### Placed standard cells, run 1

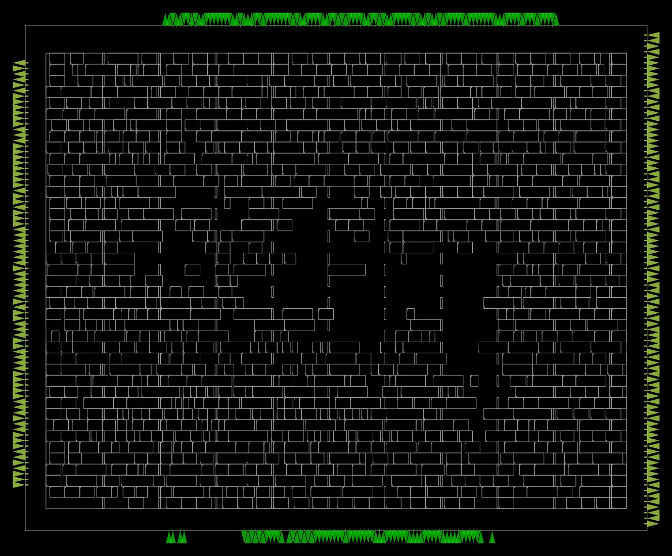
### Nets reached from selected ports, run 1

Drawn at 3 px/um.
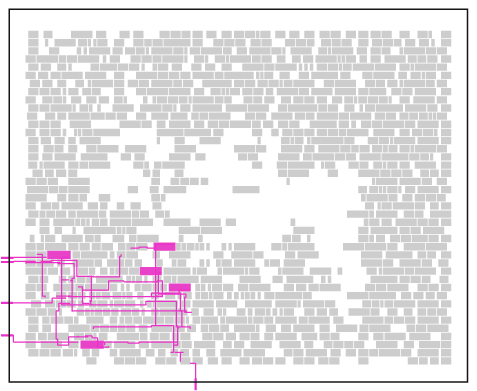
### Sequential cells colored by netlist name, run 1

Drawn at 4 px/um. Other sequential cells in the stronger gray, the rest of the logic in the fainter gray.
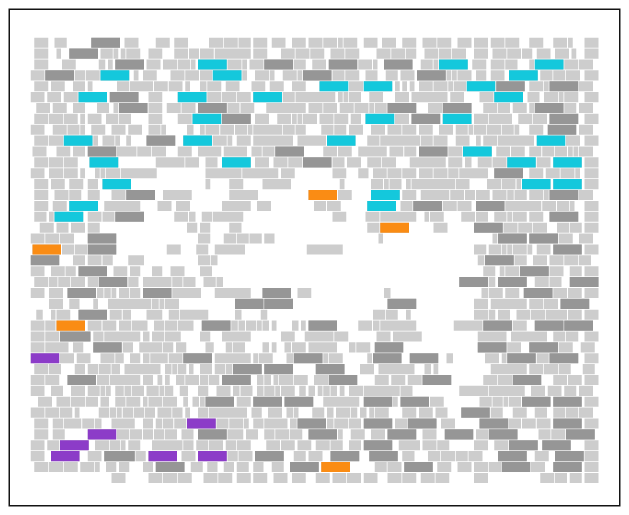
`src/rtl/id_stage_if.sv`:
```
// -----------------------------------------------------------------------------
// id_stage_if
// Purpose : Bundles every non-clock/reset signal of the RV32I decode stage:
//           the IF/ID instruction, the register-file read port, the WB write
//           port snoop, the EX control inputs and the ID/EX register outputs.
// Modports:
//   slave  - the decode stage itself (consumes IF/ID, RF, WB and EX control;
//            drives RF read indices, stall_if and the ID/EX register)
//   master - the surrounding pipeline (drives IF/ID, RF data, WB, flush,
//            ex_hold; observes the ID/EX register)
// Signals :
//   id_valid, id_inst, id_pc                 IF/ID register contents
//   rs1_index, rs2_index                     RF read indices
//   rf_data1, rf_data2                       RF combinational read data
//   wb_w_en, wb_w_index, wb_w_data           WB write port (bypass source)
//   flush, ex_hold                           redirect kill / downstream stall
//   stall_if                                 hold PC and IF/ID this cycle
//   ex_*                                     ID/EX pipeline register
// -----------------------------------------------------------------------------
interface id_stage_if #(
   parameter int XLEN = 32
);
   logic            id_valid;
   logic [31:0]     id_inst;
   logic [XLEN-1:0] id_pc;
   logic [4:0]      rs1_index;
   logic [4:0]      rs2_index;
   logic [XLEN-1:0] rf_data1;
   logic [XLEN-1:0] rf_data2;
   logic            wb_w_en;
   logic [4:0]      wb_w_index;
   logic [XLEN-1:0] wb_w_data;
   logic            flush;
   logic            ex_hold;
   logic            stall_if;
   logic            ex_valid;
   logic [XLEN-1:0] ex_pc;
   logic [XLEN-1:0] ex_rs1_data;
   logic [XLEN-1:0] ex_rs2_data;
   logic [XLEN-1:0] ex_imm;
   logic [4:0]      ex_rs1;
   logic [4:0]      ex_rs2;
   logic [4:0]      ex_rd;
   logic [6:0]      ex_opcode;
   logic [2:0]      ex_funct3;
   logic            ex_funct7b5;
   logic            ex_reg_write;
   logic            ex_is_load;

   modport slave (
      input  id_valid, id_inst, id_pc,
      input  rf_data1, rf_data2,
      input  wb_w_en, wb_w_index, wb_w_data,
      input  flush, ex_hold,
      output rs1_index, rs2_index, stall_if,
      output ex_valid, ex_pc, ex_rs1_data, ex_rs2_data, ex_imm,
      output ex_rs1, ex_rs2, ex_rd, ex_opcode, ex_funct3, ex_funct7b5,
      output ex_reg_write, ex_is_load
   );

   modport master (
      output id_valid, id_inst, id_pc,
      output rf_data1, rf_data2,
      output wb_w_en, wb_w_index, wb_w_data,
      output flush, ex_hold,
      input  rs1_index, rs2_index, stall_if,
      input  ex_valid, ex_pc, ex_rs1_data, ex_rs2_data, ex_imm,
      input  ex_rs1, ex_rs2, ex_rd, ex_opcode, ex_funct3, ex_funct7b5,
      input  ex_reg_write, ex_is_load
   );
endinterface

```
`src/rtl/id_stage.sv`:
```
// -----------------------------------------------------------------------------
// id_stage
// Purpose : RV32I decode stage between the IF/ID register and EX. Drives the
//           register-file read indices, bypasses same-cycle writeback data,
//           generates the immediate, detects load-use hazards and holds the
//           ID/EX pipeline register with flush / hold / bubble control.
// Parameters:
//   XLEN      datapath width (only 32 supported)
//   BYPASS_EN 1 = WB-to-ID bypass, 0 = raw register-file data
// Ports:
//   clk  clock, all state on the rising edge
//   rst  synchronous active-high reset
//   bus  id_stage_if.slave, see the interface header for the signal list
// -----------------------------------------------------------------------------
module id_stage #(
   parameter int XLEN      = 32,
   parameter bit BYPASS_EN = 1'b1
) (
   input  logic        clk,
   input  logic        rst,
   id_stage_if.slave   bus
);

   localparam logic [6:0] OP_LUI    = 7'b0110111;
   localparam logic [6:0] OP_AUIPC  = 7'b0010111;
   localparam logic [6:0] OP_JAL    = 7'b1101111;
   localparam logic [6:0] OP_JALR   = 7'b1100111;
   localparam logic [6:0] OP_BRANCH = 7'b1100011;
   localparam logic [6:0] OP_LOAD   = 7'b0000011;
   localparam logic [6:0] OP_STORE  = 7'b0100011;
   localparam logic [6:0] OP_IMM    = 7'b0010011;
   localparam logic [6:0] OP_REG    = 7'b0110011;

   typedef struct packed {
      logic            valid;
      logic [XLEN-1:0] pc;
      logic [XLEN-1:0] rs1_data;
      logic [XLEN-1:0] rs2_data;
      logic [XLEN-1:0] imm;
      logic [4:0]      rs1;
      logic [4:0]      rs2;
      logic [4:0]      rd;
      logic [6:0]      opcode;
      logic [2:0]      funct3;
      logic            funct7b5;
      logic            reg_write;
      logic            is_load;
   } ex_reg_t;

   // Instruction field slices
   logic [6:0]      w_opcode;
   logic [4:0]      w_rd;
   logic [4:0]      w_rs1;
   logic [4:0]      w_rs2;
   logic [2:0]      w_funct3;
   logic [31:0]     w_inst;

   // Decode results
   logic            w_uses_rs1;
   logic            w_uses_rs2;
   logic            w_writes_rd;
   logic            w_is_load;
   logic [XLEN-1:0] w_imm;
   logic            w_byp1;
   logic            w_byp2;
   logic [XLEN-1:0] w_op1;
   logic [XLEN-1:0] w_op2;
   logic            w_load_use;
   ex_reg_t         w_next;

   ex_reg_t         r_ex;

   assign w_inst   = bus.id_inst;
   assign w_opcode = w_inst[6:0];
   assign w_rd     = w_inst[11:7];
   assign w_funct3 = w_inst[14:12];
   assign w_rs1    = w_inst[19:15];
   assign w_rs2    = w_inst[24:20];

   // Read indices are raw slices so the register file can start its read
   // regardless of whether the IF/ID slot holds a valid instruction.
   assign bus.rs1_index = w_rs1;
   assign bus.rs2_index = w_rs2;

   // -------------------------------------------------------------------------
   // Opcode classification and immediate generation
   // -------------------------------------------------------------------------
   always_comb begin
      // NOTE: every output of a combinational block gets a default before the
      // case so that an unlisted opcode cannot leave a path that infers a latch.
      w_uses_rs1  = 1'b1;
      w_uses_rs2  = 1'b0;
      w_writes_rd = 1'b0;
      w_is_load   = 1'b0;
      w_imm       = '0;
      unique case (w_opcode)
         OP_LUI, OP_AUIPC: begin
            w_uses_rs1  = 1'b0;
            w_writes_rd = 1'b1;
            w_imm       = {w_inst[31:12], 12'b0};
         end
         OP_JAL: begin
            w_uses_rs1  = 1'b0;
            w_writes_rd = 1'b1;
            w_imm       = {{12{w_inst[31]}}, w_inst[19:12], w_inst[20],
                           w_inst[30:21], 1'b0};
         end
         OP_JALR, OP_IMM: begin
            w_writes_rd = 1'b1;
            w_imm       = {{20{w_inst[31]}}, w_inst[31:20]};
         end
         OP_LOAD: begin
            w_writes_rd = 1'b1;
            w_is_load   = 1'b1;
            w_imm       = {{20{w_inst[31]}}, w_inst[31:20]};
         end
         OP_STORE: begin
            w_uses_rs2  = 1'b1;
            w_imm       = {{20{w_inst[31]}}, w_inst[31:25], w_inst[11:7]};
         end
         OP_BRANCH: begin
            w_uses_rs2  = 1'b1;
            w_imm       = {{20{w_inst[31]}}, w_inst[7], w_inst[30:25],
                           w_inst[11:8], 1'b0};
         end
         OP_REG: begin
            w_uses_rs2  = 1'b1;
            w_writes_rd = 1'b1;
         end
         default: begin
            // Unknown opcode: still reads rs1 for hazard purposes, but never
            // writes, never loads and carries a zero immediate.
         end
      endcase
   end

   // -------------------------------------------------------------------------
   // WB-to-ID bypass: the register file only shows a write after the edge,
   // so a same-cycle writeback to a source register must be forwarded here.
   // x0 is hard-wired and is never bypassed.
   // -------------------------------------------------------------------------
   assign w_byp1 = BYPASS_EN && bus.wb_w_en && (bus.wb_w_index != 5'd0)
                   && (bus.wb_w_index == w_rs1);
   assign w_byp2 = BYPASS_EN && bus.wb_w_en && (bus.wb_w_index != 5'd0)
                   && (bus.wb_w_index == w_rs2);
   assign w_op1  = w_byp1 ? bus.wb_w_data : bus.rf_data1;
   assign w_op2  = w_byp2 ? bus.wb_w_data : bus.rf_data2;

   // -------------------------------------------------------------------------
   // Load-use hazard against the load currently sitting in ID/EX
   // -------------------------------------------------------------------------
   assign w_load_use = bus.id_valid && r_ex.valid && r_ex.is_load
                       && (r_ex.rd != 5'd0)
                       && ((w_uses_rs1 && (r_ex.rd == w_rs1))
                        || (w_uses_rs2 && (r_ex.rd == w_rs2)));

   // A flush kills the ID instruction, so there is nothing left to hold for.
   assign bus.stall_if = (w_load_use || bus.ex_hold) && !bus.flush;

   // -------------------------------------------------------------------------
   // Next ID/EX contents when the register captures
   // -------------------------------------------------------------------------
   always_comb begin
      w_next           = '0;
      w_next.valid     = bus.id_valid;
      w_next.pc        = bus.id_pc;
      w_next.rs1_data  = w_op1;
      w_next.rs2_data  = w_op2;
      w_next.imm       = w_imm;
      w_next.rs1       = w_rs1;
      w_next.rs2       = w_rs2;
      w_next.rd        = w_rd;
      w_next.opcode    = w_opcode;
      w_next.funct3    = w_funct3;
      w_next.funct7b5  = w_inst[30];
      // Side-effect flags are qualified with valid so an empty slot can never
      // write the register file or trigger a load-use stall downstream.
      w_next.reg_write = bus.id_valid && w_writes_rd && (w_rd != 5'd0);
      w_next.is_load   = bus.id_valid && w_is_load;
   end

   // -------------------------------------------------------------------------
   // ID/EX register. Priority: reset, flush, hold, load-use bubble, capture.
   // Hold beats the bubble: the hazard is simply re-evaluated once EX moves.
   // -------------------------------------------------------------------------
   always_ff @(posedge clk) begin
      // NOTE: sequential state uses non-blocking assignments so every flop
      // samples the pre-edge values, independent of statement order. Every
      // ID/EX field is reset (it is a handful of flops, not a memory) so the
      // hazard logic never sees X after reset.
      if (rst) begin
         r_ex <= '0;
      end else if (bus.flush) begin
         r_ex <= '0;
      end else if (bus.ex_hold) begin
         r_ex <= r_ex;
      end else if (w_load_use) begin
         r_ex <= '0;
      end else begin
         r_ex <= w_next;
      end
   end

   assign bus.ex_valid     = r_ex.valid;
   assign bus.ex_pc        = r_ex.pc;
   assign bus.ex_rs1_data  = r_ex.rs1_data;
   assign bus.ex_rs2_data  = r_ex.rs2_data;
   assign bus.ex_imm       = r_ex.imm;
   assign bus.ex_rs1       = r_ex.rs1;
   assign bus.ex_rs2       = r_ex.rs2;
   assign bus.ex_rd        = r_ex.rd;
   assign bus.ex_opcode    = r_ex.opcode;
   assign bus.ex_funct3    = r_ex.funct3;
   assign bus.ex_funct7b5  = r_ex.funct7b5;
   assign bus.ex_reg_write = r_ex.reg_write;
   assign bus.ex_is_load   = r_ex.is_load;

endmodule

```
`src/flat_wrapper.sv`:
```
// flat-port wrapper written by rule: the top's interface ports become plain ports
module id_stage_flat 
#(
   parameter int XLEN      = 32,
   parameter bit BYPASS_EN = 1'b1
)
  (clk, rst, bus_id_valid, bus_id_inst, bus_id_pc, bus_rf_data1, bus_rf_data2, bus_wb_w_en, bus_wb_w_index, bus_wb_w_data, bus_flush, bus_ex_hold, bus_rs1_index, bus_rs2_index, bus_stall_if, bus_ex_valid, bus_ex_pc, bus_ex_rs1_data, bus_ex_rs2_data, bus_ex_imm, bus_ex_rs1, bus_ex_rs2, bus_ex_rd, bus_ex_opcode, bus_ex_funct3, bus_ex_funct7b5, bus_ex_reg_write, bus_ex_is_load);
  id_stage_if #(.XLEN(XLEN)) bus_i ();
  input  logic clk;
  input  logic rst;
  input wire logic [$bits(bus_i.id_valid)-1:0] bus_id_valid;
  input wire logic [$bits(bus_i.id_inst)-1:0] bus_id_inst;
  input wire logic [$bits(bus_i.id_pc)-1:0] bus_id_pc;
  input wire logic [$bits(bus_i.rf_data1)-1:0] bus_rf_data1;
  input wire logic [$bits(bus_i.rf_data2)-1:0] bus_rf_data2;
  input wire logic [$bits(bus_i.wb_w_en)-1:0] bus_wb_w_en;
  input wire logic [$bits(bus_i.wb_w_index)-1:0] bus_wb_w_index;
  input wire logic [$bits(bus_i.wb_w_data)-1:0] bus_wb_w_data;
  input wire logic [$bits(bus_i.flush)-1:0] bus_flush;
  input wire logic [$bits(bus_i.ex_hold)-1:0] bus_ex_hold;
  output wire logic [$bits(bus_i.rs1_index)-1:0] bus_rs1_index;
  output wire logic [$bits(bus_i.rs2_index)-1:0] bus_rs2_index;
  output wire logic [$bits(bus_i.stall_if)-1:0] bus_stall_if;
  output wire logic [$bits(bus_i.ex_valid)-1:0] bus_ex_valid;
  output wire logic [$bits(bus_i.ex_pc)-1:0] bus_ex_pc;
  output wire logic [$bits(bus_i.ex_rs1_data)-1:0] bus_ex_rs1_data;
  output wire logic [$bits(bus_i.ex_rs2_data)-1:0] bus_ex_rs2_data;
  output wire logic [$bits(bus_i.ex_imm)-1:0] bus_ex_imm;
  output wire logic [$bits(bus_i.ex_rs1)-1:0] bus_ex_rs1;
  output wire logic [$bits(bus_i.ex_rs2)-1:0] bus_ex_rs2;
  output wire logic [$bits(bus_i.ex_rd)-1:0] bus_ex_rd;
  output wire logic [$bits(bus_i.ex_opcode)-1:0] bus_ex_opcode;
  output wire logic [$bits(bus_i.ex_funct3)-1:0] bus_ex_funct3;
  output wire logic [$bits(bus_i.ex_funct7b5)-1:0] bus_ex_funct7b5;
  output wire logic [$bits(bus_i.ex_reg_write)-1:0] bus_ex_reg_write;
  output wire logic [$bits(bus_i.ex_is_load)-1:0] bus_ex_is_load;
  assign bus_i.id_valid = bus_id_valid;
  assign bus_i.id_inst = bus_id_inst;
  assign bus_i.id_pc = bus_id_pc;
  assign bus_i.rf_data1 = bus_rf_data1;
  assign bus_i.rf_data2 = bus_rf_data2;
  assign bus_i.wb_w_en = bus_wb_w_en;
  assign bus_i.wb_w_index = bus_wb_w_index;
  assign bus_i.wb_w_data = bus_wb_w_data;
  assign bus_i.flush = bus_flush;
  assign bus_i.ex_hold = bus_ex_hold;
  assign bus_rs1_index = bus_i.rs1_index;
  assign bus_rs2_index = bus_i.rs2_index;
  assign bus_stall_if = bus_i.stall_if;
  assign bus_ex_valid = bus_i.ex_valid;
  assign bus_ex_pc = bus_i.ex_pc;
  assign bus_ex_rs1_data = bus_i.ex_rs1_data;
  assign bus_ex_rs2_data = bus_i.ex_rs2_data;
  assign bus_ex_imm = bus_i.ex_imm;
  assign bus_ex_rs1 = bus_i.ex_rs1;
  assign bus_ex_rs2 = bus_i.ex_rs2;
  assign bus_ex_rd = bus_i.ex_rd;
  assign bus_ex_opcode = bus_i.ex_opcode;
  assign bus_ex_funct3 = bus_i.ex_funct3;
  assign bus_ex_funct7b5 = bus_i.ex_funct7b5;
  assign bus_ex_reg_write = bus_i.ex_reg_write;
  assign bus_ex_is_load = bus_i.ex_is_load;
  id_stage #(.XLEN(XLEN), .BYPASS_EN(BYPASS_EN)) u_core (.clk(clk), .rst(rst), .bus(bus_i));
endmodule
```
`config.mk`:
```
export PLATFORM = sky130hd
export DESIGN_NAME = id_stage_flat
export DESIGN_NICKNAME = d
export VERILOG_FILES = /design/src/rtl/id_stage_if.sv /design/src/rtl/id_stage.sv /design/src/flat_wrapper.sv
export SDC_FILE = /design/constraint.sdc
export NUM_CORES = 1
export LEC_CHECK = 0
export ABC_CLOCK_PERIOD_IN_PS = 2500
export CAP_MARGIN = 40
export CORE_ASPECT_RATIO = 0.8
export CORE_MARGIN = 5
export CORE_UTILIZATION = 39
export DETAILED_ROUTE_END_ITERATION = 16
export MAX_ROUTING_LAYER = met4
export PLACE_DENSITY = 0.84
export SETUP_SLACK_MARGIN = 0.05
export SLEW_MARGIN = 5
export SYNTH_ARGS = -nofsm -noshare
export SYNTH_HDL_FRONTEND = slang
export SYNTH_SLANG_ARGS = --single-unit
```
`constraint.sdc`:
```
create_clock -name clk -period 2.5 [get_ports clk]
set_clock_uncertainty 0.15 [all_clocks]
set_input_delay 0.375 -clock clk [delete_from_list [all_inputs] [get_ports clk]]
set_output_delay 0.375 -clock clk [all_outputs]
set_load 0.01 [all_outputs]
```
==> flow_summary.toml, run 1 <==
# physical design summary
[timing]
setup_viol = 56
tightest_slew_ns = 0.488
period_minus_slack_ns = 2.57
fin_ws_ns = -0.0679
hold_violations = 0
slew_headroom_pct = 67.5

[routing]
first_pass_iters = 5
wire_per_inst_um = 21.1
ant_nets = 0
routed_via_density = 5.25
detail_route.wirelength_um = 26500
drt-initial-drc-count = 420

[synthesis]
synth_cells = 635
yosysUniqueCellTypes = 49
yosysSeqAreaShare_pct = 49.8
syn-cell-area_um2 = 6310
topCellsByArea = "dfxtp_1, mux2i_1, a22o_1"
ys_ff = 157
yosys_cells = 635
yosys.area.top_type = "dfxtp_1"
ys_warn_count = 0

[outcome]
violations = "negative setup slack"
status = "finished with violations"

[power_and_ir_drop]
p_sw_mw = 1.51
internal-power_mw = 4.66
power_frac_clock_pct = 41.9
p_sw_share_pct = 24.4
p_comb_share_pct = 15.8
powerDensity_nw_per_um2 = 526
power_frac_seq_pct = 42.3
p_total_mw = 6.16
ir_drop_mv = 0.413

[global_routing]
grt_pass1_wl_um = 36900
grt_pass1_vias = 6517
grt_antenna_before_repair = 0
grtUsageTotal_pct = 26.1
grt_max_degree = 41

[critical_path]
critPathArrivalTime_ns = 2.77
crit_chain = "or4_4, o2111ai_4, o31ai_4, buf_4, or3_4, buf_12, clkbuf_16, o21ai_2"
cp_slowest_cell = "or4_4"
max_stage_delay_ns = 0.54
critical_path.startpoint_type = "flip-flop"
crit_type = "reg2reg"

[job]
cap_violations = 0

[cells_and_area]
fin_util_pct = 73.9
final_common_cell = "clkdlybuf4s50_1"
drive_above_1_share_pct = 20.5
nets = 1200
layout.cells.non_filler = 1256
antenna_cells = 0
area_delta_synth_final_pct = 85.5

[worst_hold_path]
min_path_type = "reg2reg"

[floorplanning]
fp_util_pct = 39.8
die_area_um2 = 18800
die_x_um = 152
fp.dieH_um = 124

[cts]
cts_htree_levels = 4
clock_sinks = 157
cts-root-buf = "clkbuf_16"
clk_latency_ns = 0.42

[place]
numPlacedInstances = 1205
dpl.hpwl_um = 18200
Notes on 'Placed standard cells' above:
flop share of the area: 26.9%
Layout fillers: 1060
core area: 15900 um^2

Notes on 'Nets reached from selected ports' above:
Magenta is `bus_ex_rd`, direction output, edge 4 west, 1 south, end cells 5, buffers 12, wire 587 um.
number of I/O pins: 339
port buffer count: 338

Notes on 'Sequential cells colored by netlist name' above:
Purple is `u_core.bus.ex_opcode`, flops 7, where south-west. Cyan is `u_core.bus.ex_rs2_data`, flops 32, where a band across the top. Orange is `u_core.bus.ex_rs1`, flops 5.

run 1: synth_stat cells, drive strengths merged:
master and count:
o21a 1, nand3 4, nor4 3, a32o 9, a211oi 2, a22o 60, and4bb 1, buf 38
nor4b 1, nand4b 2, o31ai 2, a32oi 1, and2 1, or3 1, a21oi 22, or3b 2
o32a 1, dfxtp 157, or4 3, a2111oi 1, nor2b 4, and3 2, nand2 95, and3b 1
and4b 1, or2 2, nand4 2, xnor2 16, nor2 10, o21ai 92, clkbuf 21, nor3 2
nor4bb 1, xor2 4, inv 1, a22oi 3, a221oi 1, o2111ai 1, mux2i 64
run 1: final timing paths:
kind                                           start                    endpoint  slack (ns)  cells after the start
worst max-delay path             u_core.bus.ex_rd[1]  u_core.bus.ex_rs1_data[21]       -0.07                      8
worst min-delay path            u_core.bus.ex_imm[3]        u_core.bus.ex_imm[3]        0.30                      2
worst max register to register   u_core.bus.ex_rd[1]  u_core.bus.ex_rs1_data[21]       -0.07                      8
worst min register to register  u_core.bus.ex_imm[3]        u_core.bus.ex_imm[3]        0.30                      2
run 1: cell families after synthesis:
group                     share of synthesized area, %
AOI/OAI and AO/OA                                 21.1
buffers and inverters                             6.01
muxes                                             10.2
DFF                                               49.8
and+or+nand+nor                                   10.2
xor gates and xnor gates                          2.78
run 1: metal layers:
metal | wire length (um) | track usage, %
met3 | 1910 | 7.02
met5 | 0 | -
met1 | 11000 | 30.8
met2 | 12800 | 43.0
met4 | 868 | 10.4
run 1: cell type report:
class / count / area [um^2]
tap: 215 / 269
sequential: 157 / 3150
multi-input combinational: 418 / 3150
timing repair buffer: 434 / 4560
clock buffer: 20 / 447
fill: 1060 / 4140
inverter: 1 / 3.75
clock inverter: 11 / 134
run 1: state kept, by name (all words and copies together) (netlist names):
register                 flops
u_core.bus.ex_funct3         3
u_core.bus.ex_funct7b5       1
u_core.bus.ex_imm           32
u_core.bus.ex_is_load        1
u_core.bus.ex_opcode         7
u_core.bus.ex_pc            32
u_core.bus.ex_rd             5
u_core.bus.ex_reg_write      1
u_core.bus.ex_rs1            5
u_core.bus.ex_rs1_data      32
u_core.bus.ex_rs2            5
u_core.bus.ex_rs2_data      32
u_core.bus.ex_valid          1
run 1: through the flow:
stage / setup slack (ns) / area (um^2) / TNS [ns] / hold WS [ns]
floorplan: 0.283 / 6310 / 0 / 0.321
global placement: -0.426 / 10400 / -32.00 / 0.284
detailed placement: -0.470 / 10400 / -39.32 / 0.289
CTS: -0.109 / 11300 / -1.62 / 0.297
global route: -0.115 / 11700 / -4.03 / 0.308
finish: -0.0679 / 11700 / -1.01 / 0.298
run 1: power by group through the flow:
stage               clock network [mW]  logic (mW)  registers [mW]
global route                      2.71        1.02            2.62
CTS                               2.60       0.909            2.61
floorplan                            0       0.241            2.69
detailed placement                   0       0.854            2.66
finish                            2.58       0.972            2.61
global placement                     0       0.840            2.66
run 1: critical path: cells and delay by family, from the launching register on:
family	cells	cell delay [ns]
AND/OR/NAND/NOR	2	0.98
AND-OR/OR-AND	3	0.51
buffers and inverters	3	0.51
flip-flops	1	0.34
--- run 2 (diff from run 1) ---
- HOLD_SLACK_MARGIN: default -> 0.1
### Placed standard cells, run 2

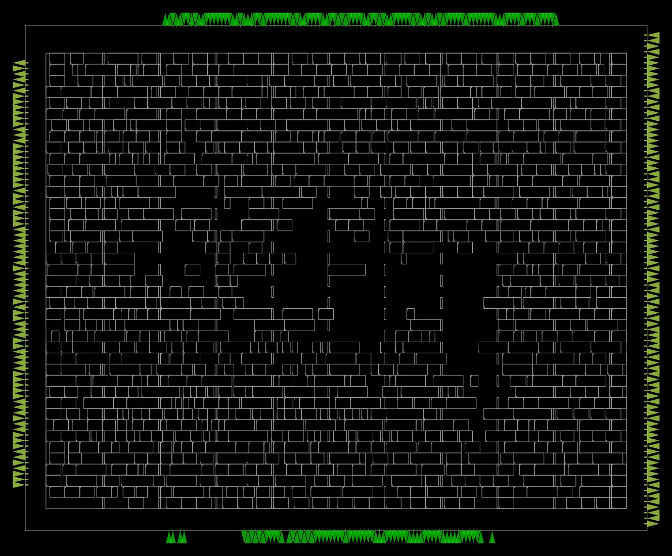
n_taps: 215
Std-Cell Rows: 41

==> run 2 against run 1 <==
  * The run still ends with negative setup slack left
  * Combinational power about the same
  * Setup slack stayed put
  * Synthesized cell count unchanged
  * Critical path type unchanged
  * Worst hold slack did not move
  * Non-clock buffer count unchanged
  * Count of clock-buffer cells in the layout did not move
  * Largest cell class unchanged
  * Critical path depth unchanged
  * Clock power about the same
  * Via count is the same
  * Core utilization unchanged
  * Sequential power is essentially flat
  * Flip-flop count stayed put
==> flow_summary.toml, run 2 <==
# physical design summary
[job]
cap_violations = 0

[routing]
routed_via_density = 5.25
detail_route.wirelength_um = 26500
first_pass_iters = 5

[timing]
setup_viol = 56
tightest_slew_ns = 0.488
hold_violations = 0
fin_ws_ns = -0.0679

[synthesis]
synth_adder_area_share_pct = 0
ys_sh_aoi_pct = 21.1
yosys.area.top_type = "dfxtp_1"
syn-cell-area_um2 = 6310
yosysSeqAreaShare_pct = 49.8
common_cells = "dfxtp_1, nand2_1, o21ai_1"
ys_ff = 157
synthArstFlopShare_pct = 0
yosys_cells = 635

[power_and_ir_drop]
p_sw_share_pct = 24.4
power_frac_clock_pct = 41.9
ir_drop_mv = 0.413
powerDensity_nw_per_um2 = 526
internal-power_mw = 4.66

[critical_path]
crit_chain = "or4_4, o2111ai_4, o31ai_4, buf_4, or3_4, buf_12, clkbuf_16, o21ai_2"
max_stage_delay_ns = 0.54
cp_slowest_cell = "or4_4"
critical_path.startpoint_type = "flip-flop"
crit_family = "simple AND/OR/NAND/NOR gates"

[floorplanning]
core-area_um2 = 15900
die_area_um2 = 18800
fp.dieH_um = 124

[global_routing]
grt_pass1_wl_um = 36900
grt_max_degree = 41
grt_antenna_before_repair = 0

[place]
numPlacedInstances = 1205
io_buffers = 338

[cts]
clk_latency_ns = 0.42

[cells_and_area]
final_common_cell = "clkdlybuf4s50_1"

[outcome]
status = "finished with violations"
violations = "negative setup slack"

[worst_hold_path]
min_path_type = "reg2reg"
### Routed metal, one color a layer, run 2

Drawn at 2 px/um. Two of the layers only.
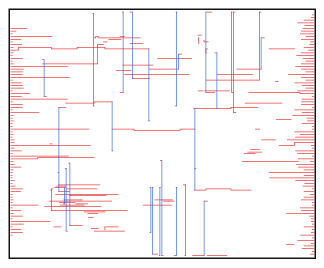
Red is M3, wire length 1910 um. Blue is M4, wire length 868 um.

run 2: cell counts after synthesis:
No cell type changed its count.
run 2: layer usage:
layer	wire, um	track usage (%)	up-vias
li1	-	-	3071
met1	11000	30.8	3131
met2	12800	43.0	336
met3	1910	7.02	61
met4	868	10.4	0
met5	0	-	-
run 2: area by class of cell:
| cell class | count | area [um^2] |
|---|---|---|
| multi-input cells | 418 | 3150 |
| fillers | 1060 | 4140 |
| clock inverters | 11 | 134 |
| clock buffers | 20 | 447 |
| repair buffers | 434 | 4560 |
| flip-flops and latches | 157 | 3150 |
| well taps | 215 | 269 |
| inverters | 1 | 3.75 |
run 2: final timing paths:
path,from,end,slack (ns),cells past startpoint
max,u_core.bus.ex_rd[1],u_core.bus.ex_rs1_data[21],-0.07,8
min,u_core.bus.ex_imm[3],u_core.bus.ex_imm[3],0.30,2
max reg2reg,u_core.bus.ex_rd[1],u_core.bus.ex_rs1_data[21],-0.07,8
min reg2reg,u_core.bus.ex_imm[3],u_core.bus.ex_imm[3],0.30,2
run 2: what timing repair did:
| action | CTS | global route |
|---|---|---|
| endpoints found under the setup margin | 72 | 149 |
| gates cloned | 5 | 8 |
| pin swaps | 63 | 41 |
| hold buffers | 0 | 0 |
| setup buffers | 7 | 5 |
| resized | 38 | 65 |
run 2: power by group through the flow:
stage,registers (mW),clock network [mW],logic [mW]
finish,2.61,2.58,0.972
global route,2.62,2.71,1.02
CTS,2.61,2.60,0.909
detailed placement,2.66,0,0.854
global placement,2.66,0,0.840
floorplan,2.69,0,0.241
run 2: cell families after synthesis:
group | after synthesis
mux | 64
compound gates | 196
flops | 157
buf+inv | 60
simple gates | 138
xor+xnor | 20
run 2: worst reg2reg max path: stages (launching register included):
cell and delay (ns):
dfxtp_2 0.34, or4_4 0.54, o2111ai_4 0.30, o31ai_4 0.10, buf_4 0.16, or3_4 0.44, buf_12 0.18, clkbuf_16 0.17
o21ai_2 0.13
run 2: metrics by stage:
stage	worst slack [ns]	hold WS, ns	utilization (%)
floorplan	0.283	0.321	-
global placement	-0.426	0.284	65.6
detailed placement	-0.470	0.289	65.6
CTS	-0.109	0.297	71.3
global route	-0.115	0.308	73.9
finish	-0.0679	0.298	73.9
Power and IR drop assume default switching activity.
